===== config.mk =====
export PLATFORM = sky130hd
export DESIGN_NAME = i2c_frame_arbiter
export DESIGN_NICKNAME = d
export VERILOG_FILES = /design/src/rtl/i2c_frame_arbiter.sv
export SDC_FILE = /design/constraint.sdc
export NUM_CORES = 1
export LEC_CHECK = 0
export CORE_ASPECT_RATIO = 0.6
export CORE_UTILIZATION = 33
export CTS_CLUSTER_SIZE = 28
export DETAILED_ROUTE_END_ITERATION = 8
export PLACE_DENSITY = 0.79
export SKIP_CTS_REPAIR_TIMING = 1
export SLEW_MARGIN = 0
export SYNTH_ARGS = -nofsm -noshare
export SYNTH_HDL_FRONTEND = slang
export SYNTH_SLANG_ARGS = --single-unit

===== constraint.sdc =====
create_clock -name i_clk -period 1.56 [get_ports i_clk]
set_clock_uncertainty 0.15 [all_clocks]
set_input_delay 0.312 -clock i_clk [delete_from_list [all_inputs] [get_ports i_clk]]
set_output_delay 0.312 -clock i_clk [all_outputs]
set_load 0.02 [all_outputs]

===== src/rtl/i2c_frame_arbiter.sv =====
// i2c_frame_arbiter
// Shares one I2C serializer between two frame sources: port 0 (init
// sequencer) and port 1 (runtime control). A request is accepted in S_IDLE,
// latched into a hold register, launched with a one-cycle o_tx_start once the
// serializer is free, and completed with a one-cycle done pulse to its owner.
// Priority swaps to the other port after every finished transaction, so two
// busy requesters alternate while a lone requester is served back-to-back.
//
// Optional feature: define I2C_ARB_TIMEOUT_EN to abandon a frame when the
// serializer does not report done within TIMEOUT_CYCLES. The abandoned frame
// still gets its done pulse, together with o_err, and o_timeout is set until
// reset. Without the macro, o_err and o_timeout are tied low.
//
// Ports:
//   i_clk, i_rst_n           clock (rising edge), async active-low reset
//   i_reqN_valid/frame       frame request from port N (N = 0, 1)
//   o_reqN_ready             port N request accepted this cycle
//   o_reqN_done              port N frame finished, 1-cycle pulse
//   o_tx_start, o_tx_frame   launch pulse and frame for the serializer
//   i_tx_busy, i_tx_done     serializer occupied / finished (pulse)
//   o_grant                  one-hot owner of the transaction, 0 when idle
//   o_err, o_timeout         abandon pulse (with done) and sticky flag
module i2c_frame_arbiter #(
    parameter logic [15:0] TIMEOUT_CYCLES = 16'd50000
) (
    input  logic        i_clk,
    input  logic        i_rst_n,
    input  logic        i_req0_valid,
    input  logic [23:0] i_req0_frame,
    output logic        o_req0_ready,
    output logic        o_req0_done,
    input  logic        i_req1_valid,
    input  logic [23:0] i_req1_frame,
    output logic        o_req1_ready,
    output logic        o_req1_done,
    output logic        o_tx_start,
    output logic [23:0] o_tx_frame,
    input  logic        i_tx_busy,
    input  logic        i_tx_done,
    output logic [1:0]  o_grant,
    output logic        o_err,
    output logic        o_timeout
);

    typedef enum logic [1:0] {
        S_IDLE,
        S_ISSUE,
        S_WAIT,
        S_DONE
    } state_t;

    state_t      state_q, state_d;
    logic        prio_q, prio_d;      // 0: port 0 wins a tie, 1: port 1
    logic [23:0] hold_q, hold_d;
    logic [1:0]  grant_q, grant_d;

    logic        sel;
    logic        ready0, ready1;
    logic        tx_start;
    logic        done0, done1;

`ifdef I2C_ARB_TIMEOUT_EN
    logic [15:0] cnt_q, cnt_d;
    logic        timeout_q, timeout_d;
    logic        err_q, err_d;         // current transaction was abandoned
`endif

    always_ff @(posedge i_clk or negedge i_rst_n) begin
        if (!i_rst_n) begin
            state_q   <= S_IDLE;
            prio_q    <= 1'b0;
            hold_q    <= 24'h0;
            grant_q   <= 2'b00;
`ifdef I2C_ARB_TIMEOUT_EN
            cnt_q     <= 16'h0;
            timeout_q <= 1'b0;
            err_q     <= 1'b0;
`endif
        end else begin
            state_q   <= state_d;
            prio_q    <= prio_d;
            hold_q    <= hold_d;
            grant_q   <= grant_d;
`ifdef I2C_ARB_TIMEOUT_EN
            cnt_q     <= cnt_d;
            timeout_q <= timeout_d;
            err_q     <= err_d;
`endif
        end
    end

    always_comb begin
        state_d   = state_q;
        prio_d    = prio_q;
        hold_d    = hold_q;
        grant_d   = grant_q;
        ready0    = 1'b0;
        ready1    = 1'b0;
        tx_start  = 1'b0;
        done0     = 1'b0;
        done1     = 1'b0;
`ifdef I2C_ARB_TIMEOUT_EN
        cnt_d     = cnt_q;
        timeout_d = timeout_q;
        err_d     = err_q;
`endif

        // A lone requester is always selected; a tie (or no request) goes
        // to the priority holder so exactly one ready is shown in S_IDLE.
        sel = prio_q;
        if (i_req0_valid && !i_req1_valid) begin
            sel = 1'b0;
        end else if (i_req1_valid && !i_req0_valid) begin
            sel = 1'b1;
        end

        case (state_q)
            S_IDLE: begin
                ready0 = !sel;
                ready1 = sel;
                if (!sel && i_req0_valid) begin
                    hold_d  = i_req0_frame;
                    grant_d = 2'b01;
                    state_d = S_ISSUE;
                end else if (sel && i_req1_valid) begin
                    hold_d  = i_req1_frame;
                    grant_d = 2'b10;
                    state_d = S_ISSUE;
                end
            end
            S_ISSUE: begin
                if (!i_tx_busy) begin
                    tx_start = 1'b1;
                    state_d  = S_WAIT;
`ifdef I2C_ARB_TIMEOUT_EN
                    cnt_d    = 16'h0;
`endif
                end
            end
            S_WAIT: begin
                if (i_tx_done) begin
                    state_d = S_DONE;
                end
`ifdef I2C_ARB_TIMEOUT_EN
                else begin
                    // Compare the incremented count so S_DONE is reached
                    // TIMEOUT_CYCLES cycles after the launch pulse.
                    cnt_d = cnt_q + 16'd1;
                    if (cnt_d == TIMEOUT_CYCLES - 16'd1) begin
                        state_d   = S_DONE;
                        err_d     = 1'b1;
                        timeout_d = 1'b1;
                    end
                end
`endif
            end
            S_DONE: begin
                done0   = grant_q[0];
                done1   = grant_q[1];
                prio_d  = grant_q[0];
                grant_d = 2'b00;
                state_d = S_IDLE;
`ifdef I2C_ARB_TIMEOUT_EN
                err_d   = 1'b0;
`endif
            end
            default: begin
                state_d = S_IDLE;
            end
        endcase
    end

    // Ready is combinational from S_IDLE, so it is masked while reset is
    // held to keep every output low during reset.
    assign o_req0_ready = ready0 & i_rst_n;
    assign o_req1_ready = ready1 & i_rst_n;
    assign o_req0_done  = done0;
    assign o_req1_done  = done1;
    assign o_tx_start   = tx_start;
    assign o_tx_frame   = hold_q;
    assign o_grant      = grant_q;

`ifdef I2C_ARB_TIMEOUT_EN
    assign o_err        = (state_q == S_DONE) & err_q;
    assign o_timeout    = timeout_q;
`else
    assign o_err        = 1'b0;
    assign o_timeout    = 1'b0;
`endif

endmodule


run_1/clk_routes.png
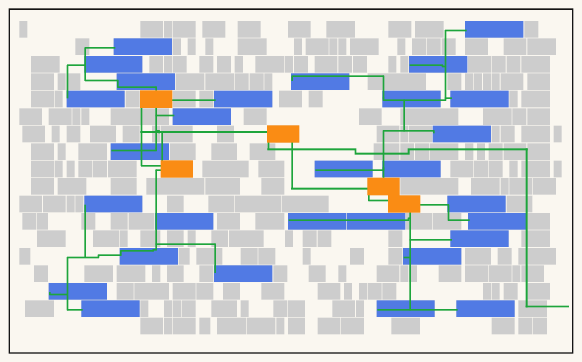
clock drivers: shown in orange, count 5. clock wires: shown in green, length 420 um. flip-flops: shown in blue, count 29.
Position of the flops: all over the die. There are 6 routed clock nets.

run_1/wires.png
Two of the layers only.
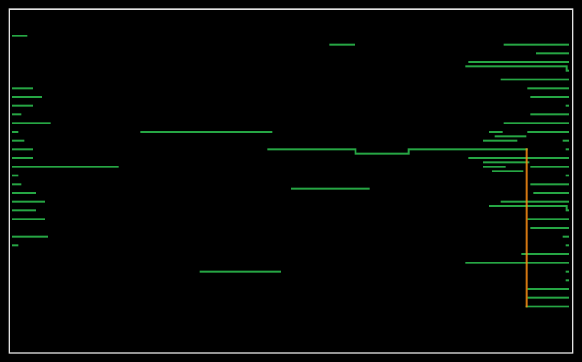
metal 3: shown in green, wire length 387 um. metal 4: shown in orange, wire length 24.5 um.

run_1/congestion.png
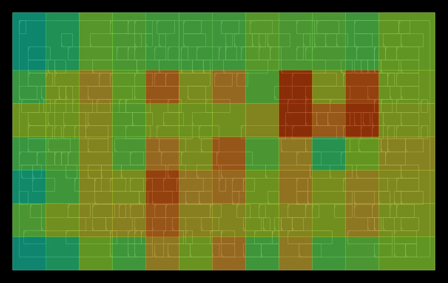
GR Util met3: 0.0718
met1 usage: 0.226
final core occ: 0.690
Most Crowded Layer GR: met2
drt wl/cell: 14.7 um

run 1: worst max path at each step:
stage / end / cells past startpoint
after floorplan: state_q[1] / 4
after global placement: o_req0_ready / 5
after detailed placement: o_req0_ready / 5
after CTS: o_req0_ready / 5
after global routing: state_q[0] / 6
final: o_req1_done / 4
run 1: critical path: stages (launching register included):
cell and delay, ns:
dfrtp_1 0.41, buf_4 0.15, ha_1 0.20, and2_1 0.14, clkbuf_2 0.15
run 1: registers in the layout, indices dropped and copies added (netlist names):
signal and cells:
o_grant 2, o_tx_frame 24, prio_q 1, state_q 2
run 1: through the flow:
| stage | utilization | power [uW] | instances |
|---|---|---|---|
| 3_3_place_gp | 0.588 | 3960 | 316 |
| 3_5_place_dp | 0.588 | 4030 | 316 |
| 4_1_cts | 0.609 | 4660 | 323 |
| 2_1_floorplan | - | 2760 | 169 |
| 6_report | 0.690 | 5320 | 334 |
| 5_1_grt | 0.690 | 5640 | 334 |
run 1: layout make-up:
class	count	area, um2	share of cell area
timing repair buffer	110	1220	0.424
multi-input combinational	124	752	0.262
tap	60	75.1	0.0261
clock buffer	7	86.3	0.0300
inverter	4	15.0	0.00522
sequential	29	726	0.253
run 1: power groups by stage:
stage / registers, uW / clock network (uW) / logic [uW]
final: 1430 / 611 / 3270
after global routing: 1470 / 669 / 3500
after CTS: 1360 / 633 / 2670
after detailed placement: 1370 / 0 / 2660
after global placement: 1360 / 0 / 2610
after floorplan: 1780 / 0 / 980
run 1: cell families (layout without fill, tap and decap cells):
kind of cell / count (synthesis) / in the layout / synth area share
compound gates: 30 / 30 / 0.140
fa+ha+maj: 5 / 5 / 0.0415
buf+inv: 16 / 121 / 0.0604
flops: 29 / 29 / 0.501
mux: 4 / 4 / 0.0311
other cells: 1 / 2 / 0.00259
simple gates: 83 / 83 / 0.224
==> flow_summary.yaml, run 1 <==
# physical design summary
clock_network:
  clock-sinks: 29
  cts_made_buffers: 5
  clk_latency_ns: 0.27
  cts_buffer_depth: 2
  clk_pin_slew_ns: 0.06
  htree_levels: 2
  root_buffer: "clkbuf_8"
power_and_ir_drop:
  p_leak_uw: 0.00140
  p_sw_uw: 2110
  combPwrFrac: 0.616
  power.density_nw_per_um2: 1850
  seqPwrFrac: 0.269
  peakVddDrop_mv: 0.865
  p_int_uw: 3210
  clockPowerShare: 0.115
  switching_share: 0.396
final_layout:
  stdcell_area_um2: 2870
  diodes: 0
  nets: 332
  drive_gt1_frac: 0.274
  lay_top_cells: "clkdlybuf4s50_1, nand2_1, dfrtp_1, dlymetal6s2s_1, a31oi_1"
  synthToLayoutAreaGrowth_pct: 98.4
  layout_top_cell: "clkdlybuf4s50_1"
die:
  die_y_um: 53.3
  fp_util: 0.348
  die_w_um: 87.5
  rows: 18
  coreArea_um2: 4170
  ios: 87
sta:
  min_period_over_period: 1.14
  rsz0062_at_grt: "yes"
  worst_slack_ns: -0.225
  hold_slack_ns: 0.389
  max_freq_ghz: 0.560
  period_minus_slack_ns: 1.79
  setup_viol: 33
critical_path:
  worst-endpoint-arrival_ns: 1.32
  reg2reg_depth: 4
  rrSetupSlack_ns: -0.22
  worstSetupEndpointType: "output pin"
  crit_required_ns: 1.10
  cp-start-kind: "flip-flop"
  r2r-start: "state_q[0]"
  path_max_fanout: 3
  startpoint: "state_q[1]"
  path_class: "reg2out"
  r2r-end: "state_q[1]"
global_route:
  grt_pass1_wl_mm: 6.08
  grt_use_met2: 0.286
  track_usage: 0.179
  gr-total-overflow: 0
  first_global_vias: 1335
  grt_max_degree: 37
  antenna_found_initial: 0
detailed_routing:
  top_layer_used: "met4"
  wl_met2_mm: 2.28
  met3_length_um: 387
  drc: 0
  first_pass_iters: 4
  vias: 1580
  wl_met1_mm: 2.22
  drt-total-wl_mm: 4.91
  vias_per_cell: 4.73
  drt_iter0_drc: 58
synth:
  ff_type: "dfrtp_1"
  synth_warnings: 0
  ys_top_cells_by_count: "nand2_1, dfrtp_1, nor2_1"
  synthArstFlopShare: 1.00
  syn_inst: 168
  yosysChipArea_um2: 1450
  synth.area.top_cells: "dfrtp_1, nand2_1, a31oi_1"
  syn_area_um2: 1450
  synth.top_cell.area_share: 0.501
  yosysMostFrequentCell: "nand2_1"
  synth_cell_type_count: 22
  ys_cells: 168
  edf_count: 0
placed_design:
  hpwl_mm: 2.95
  port_buffers: 84
  gp_congestion: 0.717
  place_ws_ns: -0.768
status:
  status: "complete, but fails checks"
  violations: "negative setup slack"
hold_path:
  holdCritPathClass: "in2async"
run:
  max_cap_violations: 0
==> run 2, diff against run 1 <==
--- a/config.mk
+++ b/config.mk
@@ -7,6 +7,7 @@
 export LEC_CHECK = 0
 export CORE_ASPECT_RATIO = 0.6
 export CORE_UTILIZATION = 33
+export CTS_CLUSTER_DIAMETER = 80
 export CTS_CLUSTER_SIZE = 28
 export DETAILED_ROUTE_END_ITERATION = 8
 export PLACE_DENSITY = 0.79
run_2/wires.png
Two of the layers only.
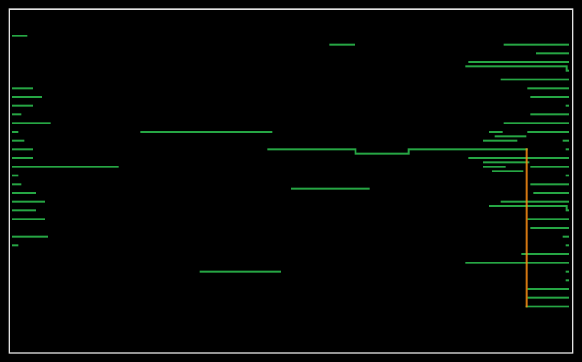
metal 4: shown in orange, wire length 24.5 um. metal 3: shown in green, wire length 387 um.

run_2/clk_routes.png
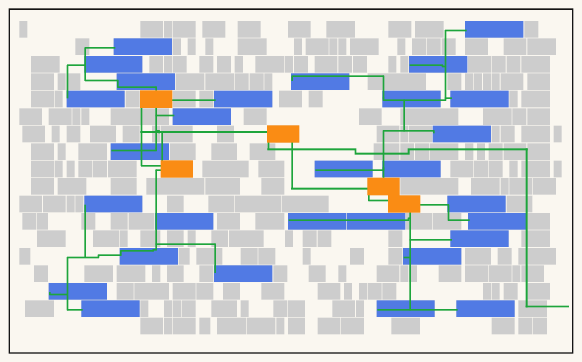
clock wires: shown in green, length 420 um. clock drivers: shown in orange, count 5. flip-flops: shown in blue, count 29.
Position of the flops: all over the die.

run_2/io_placement.png
Pins as bars across the die edge, other pins in gray.
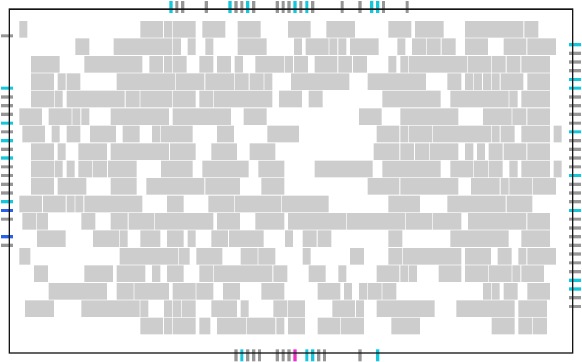
o_tx_start: shown in magenta, pins 1, direction output, edge bottom. i_req0_frame: shown in cyan, pins 24, direction input, edge 8 right, 7 top, 5 left, 4 bottom. o_grant: shown in blue, pins 2, direction output, edge left.
All pins by edge: 31 right, 22 top, 19 left, 15 bottom.

==> run 2 against run 1 <==
Net effect: the run still ends with negative setup slack left; largest power group unchanged; flip-flop count unchanged; cell count did not move; setup slack stayed put; count of clock-buffer cells in the layout did not move; combinational power barely moved; clock power about the same; core utilization did not move; non-clock buffer count unchanged.
==> flow_summary.yaml, run 2 <==
# physical design summary
critical_path:
  rrSetupSlack_ns: -0.22
  startpoint: "state_q[1]"
  worst-path-stages: 4
  reg2reg_depth: 4
  slowest_stage: "dfrtp_1"
  cp_top_family: "flip-flops"
clock_network:
  clock-sinks: 29
  htree_levels: 2
  root_buffer: "clkbuf_8"
power_and_ir_drop:
  clockPowerShare: 0.115
  p_sw_uw: 2110
  power_uw: 5320
  peakVddDrop_mv: 0.865
status:
  violations: "negative setup slack"
  status: "complete, but fails checks"
synth:
  synth.top_cell.area_share: 0.501
  yosysMostFrequentCell: "nand2_1"
  syn_area_um2: 1450
  synth_warnings: 0
  ys_top_cells_by_count: "nand2_1, dfrtp_1, nor2_1"
  synthArstFlopShare: 1.00
  ys_cells: 168
  synth.area.top_cells: "dfrtp_1, nand2_1, a31oi_1"
detailed_routing:
  vias: 1580
  first_pass_iters: 4
  drt-total-wl_mm: 4.91
  vias_per_cell: 4.73
sta:
  setup_viol: 33
  worst_slack_ns: -0.225
  min_period_over_period: 1.14
global_route:
  gr-total-overflow: 0
  first_global_vias: 1335
  grt_most_used_layer: "met2"
  antenna_found_initial: 0
  grt_pass1_wl_mm: 6.08
  grt_max_degree: 37
final_layout:
  nets: 332
  largest_register_ffs: 24
  synthToLayoutAreaGrowth_pct: 98.4
  drive_gt1_frac: 0.274
die:
  rows: 18
  die_w_um: 87.5
placed_design:
  gp_congestion: 0.717
  hpwl_mm: 2.95
## run 2: worst reg2reg max path: stages, from the launching register on
cell and delay (ns):
dfrtp_1 0.40, buf_4 0.15, ha_2 0.18, a222oi_1 0.42, mux2_1 0.36
## run 2: per-stage QoR
stage	cells	instance area (um2)	setup TNS, ns	hold slack (ns)
2_1_floorplan	169	1460	-0.0245	-0.134
3_3_place_gp	316	2450	-11.03	0.377
3_5_place_dp	316	2450	-11.44	0.384
4_1_cts	323	2540	-9.79	0.371
5_1_grt	334	2870	-7.03	0.419
6_report	334	2870	-4.53	0.389
## run 2: logic make-up after synthesis
logic type               Yosys count  synth area share
adder cells (fa/ha/maj)            5            0.0415
other                              1           0.00259
AND-OR/OR-AND                     30             0.140
multiplexers                       4            0.0311
flip-flops                        29             0.501
buffers and inverters             16            0.0604
AND/OR/NAND/NOR                   83             0.224
## run 2: how the worst min path moves through the flow
| stage | end | slack, ns |
|---|---|---|
| after floorplan | o_grant[0] | -0.13 |
| after global placement | o_grant[1] | 0.38 |
| after detailed placement | o_grant[1] | 0.38 |
| after CTS | o_tx_frame[13] | 0.37 |
| after global routing | o_tx_frame[10] | 0.42 |
| final | prio_q | 0.39 |
## run 2: routing by layer
layer  wire (um)  part of all wire
met1        2220              0.45
met4          24            0.0049
met3         387             0.079
met5           0                 0
met2        2280              0.46
## run 2: cell type report
class	instances	area, um2	share of cell area
Inverter	4	15.0	0.00522
Sequential cell	29	726	0.253
Multi-Input combinational cell	124	752	0.262
Clock buffer	7	86.3	0.0300
Timing Repair Buffer	110	1220	0.424
Tap cell	60	75.1	0.0261
Power is estimated from default activity; no workload was simulated.
